## src/rtl/ysyx_23060236_btb_dm.sv

```systemverilog
// Direct-mapped branch target buffer with a sequential flush walker.
// Define YSYX_23060236_BTB_2BIT_EN to enable the per-entry 2-bit taken/not-taken counters.
module ysyx_23060236_btb_dm #(
    parameter int ADDR_LEN   = 32,
    parameter int ENTRIES    = 16,
    parameter int OFFSET_LEN = 2
) (
    input  logic                clock,
    input  logic                reset,
    input  logic [ADDR_LEN-1:0] ifu_araddr,
    output logic [ADDR_LEN-1:0] ifu_rdata,
    output logic                ifu_hit,
    input  logic [ADDR_LEN-1:0] exu_araddr,
    output logic [ADDR_LEN-1:0] exu_rdata,
    input  logic                upd_valid,
    input  logic [ADDR_LEN-1:0] upd_pc,
    input  logic [ADDR_LEN-1:0] upd_target,
    input  logic                upd_taken,
    input  logic                flush_req,
    output logic                flush_busy
);

    localparam int INDEX_LEN = $clog2(ENTRIES);
    localparam int TAG_LO    = OFFSET_LEN + INDEX_LEN;
    localparam int TAG_LEN   = ADDR_LEN - TAG_LO;

    typedef enum logic {
        IDLE,
        CLEAR
    } state_t;

    state_t               state;
    state_t               state_next;
    logic [INDEX_LEN-1:0] ptr;
    logic [INDEX_LEN-1:0] ptr_next;

    logic [ENTRIES-1:0]  valid;
    logic [TAG_LEN-1:0]  tags    [ENTRIES];
    logic [ADDR_LEN-1:0] targets [ENTRIES];
`ifdef YSYX_23060236_BTB_2BIT_EN
    logic [1:0]          ctrs    [ENTRIES];
`endif

    logic [INDEX_LEN-1:0] ifu_idx;
    logic [TAG_LEN-1:0]   ifu_tag;
    logic [INDEX_LEN-1:0] exu_idx;
    logic [TAG_LEN-1:0]   exu_tag;
    logic [INDEX_LEN-1:0] upd_idx;
    logic [TAG_LEN-1:0]   upd_tag;
    logic                 exu_hit;
    logic                 upd_hit;
    logic                 ifu_take;
    logic                 exu_take;

    assign ifu_idx = ifu_araddr[TAG_LO-1:OFFSET_LEN];
    assign ifu_tag = ifu_araddr[ADDR_LEN-1:TAG_LO];
    assign exu_idx = exu_araddr[TAG_LO-1:OFFSET_LEN];
    assign exu_tag = exu_araddr[ADDR_LEN-1:TAG_LO];
    assign upd_idx = upd_pc[TAG_LO-1:OFFSET_LEN];
    assign upd_tag = upd_pc[ADDR_LEN-1:TAG_LO];

    // Lookups are suppressed for the whole walk, not just for entries already cleared.
    assign ifu_hit = valid[ifu_idx] & (tags[ifu_idx] == ifu_tag) & ~flush_busy;
    assign exu_hit = valid[exu_idx] & (tags[exu_idx] == exu_tag) & ~flush_busy;
    assign upd_hit = valid[upd_idx] & (tags[upd_idx] == upd_tag);

`ifdef YSYX_23060236_BTB_2BIT_EN
    assign ifu_take = ifu_hit & ctrs[ifu_idx][1];
    assign exu_take = exu_hit & ctrs[exu_idx][1];
`else
    assign ifu_take = ifu_hit;
    assign exu_take = exu_hit;
`endif

    assign ifu_rdata = ifu_take ? targets[ifu_idx] : ifu_araddr + ADDR_LEN'(4);
    assign exu_rdata = exu_take ? targets[exu_idx] : exu_araddr + ADDR_LEN'(4);

    always_ff @(posedge clock) begin
        if (reset) begin
            state <= IDLE;
            ptr   <= '0;
        end else begin
            state <= state_next;
            ptr   <= ptr_next;
        end
    end

    always_comb begin
        state_next = state;
        ptr_next   = ptr;
        flush_busy = 1'b0;
        case (state)
            IDLE: begin
                if (flush_req) begin
                    state_next = CLEAR;
                    ptr_next   = '0;
                end
            end
            CLEAR: begin
                flush_busy = 1'b1;
                ptr_next   = ptr + INDEX_LEN'(1);
                if (ptr == INDEX_LEN'(ENTRIES - 1)) state_next = IDLE;
            end
            default: state_next = IDLE;
        endcase
    end

    always_ff @(posedge clock) begin
        if (reset) begin
            valid <= '0;
`ifdef YSYX_23060236_BTB_2BIT_EN
            for (int unsigned i = 0; i < ENTRIES; i++) ctrs[i] <= 2'b01;
`endif
        end else if (state == CLEAR) begin
            valid[ptr] <= 1'b0;
        end else if (upd_valid) begin
            if (upd_hit) begin
`ifdef YSYX_23060236_BTB_2BIT_EN
                if (upd_taken)
                    ctrs[upd_idx] <= (ctrs[upd_idx] == 2'b11) ? 2'b11 : ctrs[upd_idx] + 2'd1;
                else
                    ctrs[upd_idx] <= (ctrs[upd_idx] == 2'b00) ? 2'b00 : ctrs[upd_idx] - 2'd1;
`else
                if (!upd_taken) valid[upd_idx] <= 1'b0;
`endif
            end else if (upd_taken) begin
                valid[upd_idx] <= 1'b1;
`ifdef YSYX_23060236_BTB_2BIT_EN
                ctrs[upd_idx]  <= 2'b10;
`endif
            end
        end
    end

    // On a taken hit the tag is rewritten with its own value, so one write path covers both cases.
    always_ff @(posedge clock) begin
        if (!reset && state == IDLE && upd_valid && upd_taken) begin
            tags[upd_idx]    <= upd_tag;
            targets[upd_idx] <= upd_target;
        end
    end

endmodule

```

## config.mk

```make
export PLATFORM = sky130hd
export DESIGN_NAME = ysyx_23060236_btb_dm
export DESIGN_NICKNAME = d
export VERILOG_FILES = /design/src/rtl/ysyx_23060236_btb_dm.sv
export SDC_FILE = /design/constraint.sdc
export NUM_CORES = 2
export LEC_CHECK = 0
export CAP_MARGIN = 20
export CELL_PAD_IN_SITES_DETAIL_PLACEMENT = 0
export CELL_PAD_IN_SITES_GLOBAL_PLACEMENT = 2
export CORE_MARGIN = 2
export CORE_UTILIZATION = 52
export CTS_BUF_LIST = sky130_fd_sc_hd__clkbuf_8 sky130_fd_sc_hd__clkbuf_16
export DETAILED_ROUTE_END_ITERATION = 8
export GPL_ROUTABILITY_DRIVEN = 0
export PLACE_DENSITY = 0.95
export SLEW_MARGIN = 5
export SYNTH_ARGS = -nofsm -noshare
export SYNTH_HDL_FRONTEND = slang
export SYNTH_SLANG_ARGS = --single-unit
```

## constraint.sdc

```tcl
create_clock -name clock -period 16.59 [get_ports clock]
set_input_delay 4.1475 -clock clock [delete_from_list [all_inputs] [get_ports clock]]
set_output_delay 4.1475 -clock clock [all_outputs]
set_load 0.02 [all_outputs]
```

==> out/results.ini <==
[run_status]
status=completed

[synth]
synth.top_cell.area_share_pct=55.7
syn_area_um2=50000
synth_warnings=0
synth_cell_types=82
ys_sh_mux_pct=32.6
most_common_cell=edfxtp_1
ff_type=edfxtp_1
synth_flops=949
aoi_share_pct=2.81
async_flop_share_pct=0
ys_top_cells_by_count=edfxtp_1 (928), mux4_2 (624), nor2_1 (123), clkbuf_1 (107), a21oi_1 (86)
fa_ha_area_share_pct=0.150
top_area_cell=edfxtp_1
synthSimpleGateAreaFrac_pct=3.40
top_cells_by_area=edfxtp_1 (56%), mux4_2 (28%), mux4_1 (2.3%)
syn_area_per_cell_um2=18.8
yosys.stat.seqShare_pct=56.5

[power_and_ir_drop]
p_switching_mw=1.29
powerDensity_nw_per_um2=94.5
pg_comb_mw=0.589
pwr-share-comb_pct=11.1
pg_seq_mw=2.64
swShare_pct=24.2
power_frac_clock_pct=39.3
pwr.group.clock_mw=2.09
maxPowerGroup=registers

[global_routing]
met3_usage_pct=9.45
antenna_found_initial=18
grt_util_met2_pct=49.7
grt_pass1_wl_um=225000
grt_max_degree=110
busiest_layer=met2
grt_use_met1_pct=42.9

[flow_run]
maxCapViolCount=0
tool_warnings=34

[clocking]
cts_sinks=949
cts_buffers=99
cts_resized=0
ctsHoldBuffers=0
post-cts-setup-buffers=0
h-tree-depth=3
cts_root_buffer=clkbuf_16
cts.path.max_buffers=3
path_clk_slew_ps=60

[worst_setup_path]
cp_cell_sequence=buf_8, buf_4, mux4_2, mux4_2, xnor2_1, nand4_1, nor4_1, nand2_2, buf_4, a21oi_1, clkdlybuf4s50_1
cp_top_family=buffers and inverters
start_kind=input pin
crit_type=input pin to primary output
critPathArrivalTime_ps=9560
worst-path-max-fanout=33
required_ps=12440
crit_path_end_kind=primary output
worst_path_largest_cell_delay_ps=690

[floorplanning]
die_y_um=314
taps=1265
die-area_um2=98700
row_count=113
core_region_area_um2=95200

[sta]
period_needed_ps=13700
fmax_mhz=73.0
maxSlewHeadroom_pct=18.8
skew_ps=40.4
rsz0062_at_grt=false
final-setup-viol-count=0
worstMarginPinSlew_ps=1220
layout_worst_path_cycle_share_pct=82.6

[route]
firstDrtPassIters=6
wl_met3_um=21100
drtIter0Drc=4877
top_layer=met5
wl_met1_um=54100
via_per_inst=7.49
antenna_left=0
wl_met2_um=74100

[finish]
seq_share_pct=50.2
comb_share_pct=36.9
clock_area_share_pct=5.36
reg_top3=targets: 512 flops, tags: 416 flops, ptr: 4 flops
diodes=3
nets=2955
fillers=6722
dominant-cell-class=registers
area_growth_syn_to_layout_pct=12.6
largest_reg_flops=512
inverters=19
buffer_area_share_pct=4.59
top_register=targets
buffers=267
layout-drive-gt1-share_pct=32.0
regArea_um2=28300
logic_gates=1480

[place]
hpwl_um=95400
io_buffer_count=196
dpl_cell_area_um2=53300

[hold_path]
min-delay-path-class=flop to flop

layout by cell type, fill, tap and decap left out, types with 13 or more instances in the layout:
cell / n
dfxtp_1: 21
and3_1: 13
mux4_2: 624
clkinv_2: 25
mux2i_1: 77
o22ai_1: 13
clkinv_1: 18
xnor2_1: 79
nand4_1: 33
clkbuf_16: 99
nor3_1: 13
nor2_4: 14
xor2_1: 52
mux4_1: 43
edfxtp_1: 928
o21ai_0: 20
a21oi_1: 86
buf_4: 72
nand2_1: 76
nor2_1: 109
inv_1: 36
nand3_1: 39
clkdlybuf4s50_1: 185
mux2_2: 29
through the flow:
step	power (mW)	worst slack [ps]	utilization [%]	cells	hold WS, ps
finish	5.33	2890	59.2	4160	558
floorplan	3.05	5090	-	2658	503
detailed placement	3.27	2950	56.0	3979	541
global route	5.46	2780	59.2	4159	594
CTS	5.33	2950	59.2	4156	549
global placement	3.26	2860	55.9	3977	525
cell families (layout without fill, tap and decap cells):
| group | count (synthesis) | in the layout |
|---|---|---|
| other | 0 | 3 |
| flip-flops | 949 | 949 |
| adder cells (fa/ha/maj) | 6 | 6 |
| AND/OR/NAND/NOR | 354 | 354 |
| XOR/XNOR | 133 | 133 |
| AND-OR/OR-AND | 212 | 212 |
| multiplexers | 775 | 775 |
| buffers and inverters | 229 | 463 |
worst register-to-register path, delay by kind of cell, from the launching register on:
| kind | cells | cell delay [ps] |
|---|---|---|
| flops | 1 | 420 |
| mux | 3 | 850 |
| simple gates | 2 | 1350 |
| compound gates | 3 | 830 |
| xor+xnor | 1 | 380 |
final timing paths:
kind,endpoint,start,slack (ps),cells past startpoint
setup / recovery,ifu_rdata[31],ifu_araddr[2],2890,11
hold / removal,flop,flop,560,2
setup reg to reg,flop,tags[5][14],12590,9
hold reg to reg,flop,flop,560,2
### Clock wiring as the flow saved it

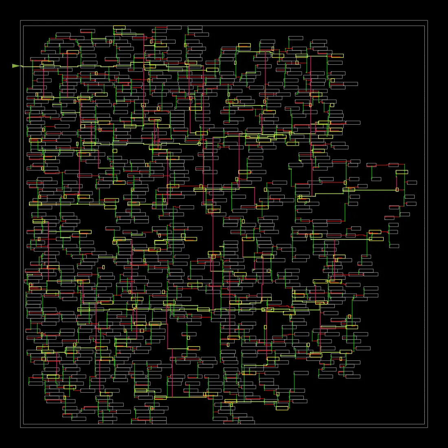
flip-flops: 949
# clk buffers: 99

### I/O pins on the die edge

(1 px per um) Pins as bars across the die edge, other pins in gray.
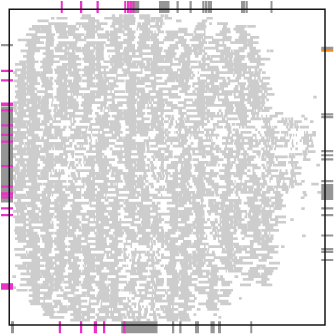
`reset`: marked orange, pins 1, direction input, edge east. `upd_target`: marked magenta, pins 32, direction input, edge 19 west, 7 north, 6 south.
All pins by edge: 81 west, 55 south, 37 north, 26 east.

### Wiring by layer

(1 px per um) Two of the layers only.
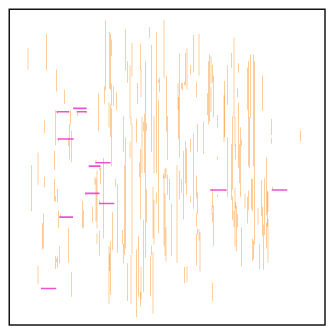
met4: marked orange, wire length 7,540 um. met5: marked magenta, wire length 151 um.
overall routed net length: 157,000 um
GRT Resource Usage Total: 32.0%
routed length per placed instance: 37.7 um
total number of vias: 31,200

### M4 wires

(1 px per um)
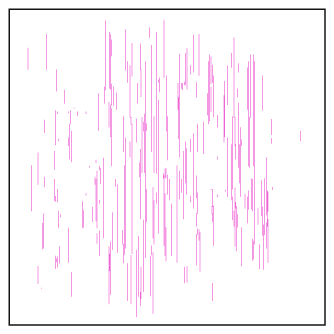
The layer carries 7,540 um of wire. 140 nets have wire on it. The longest straight run is 197 um. The layer holds 4.8% of the routed length.

No activity file was given, so power comes from the tool's default toggle rates.
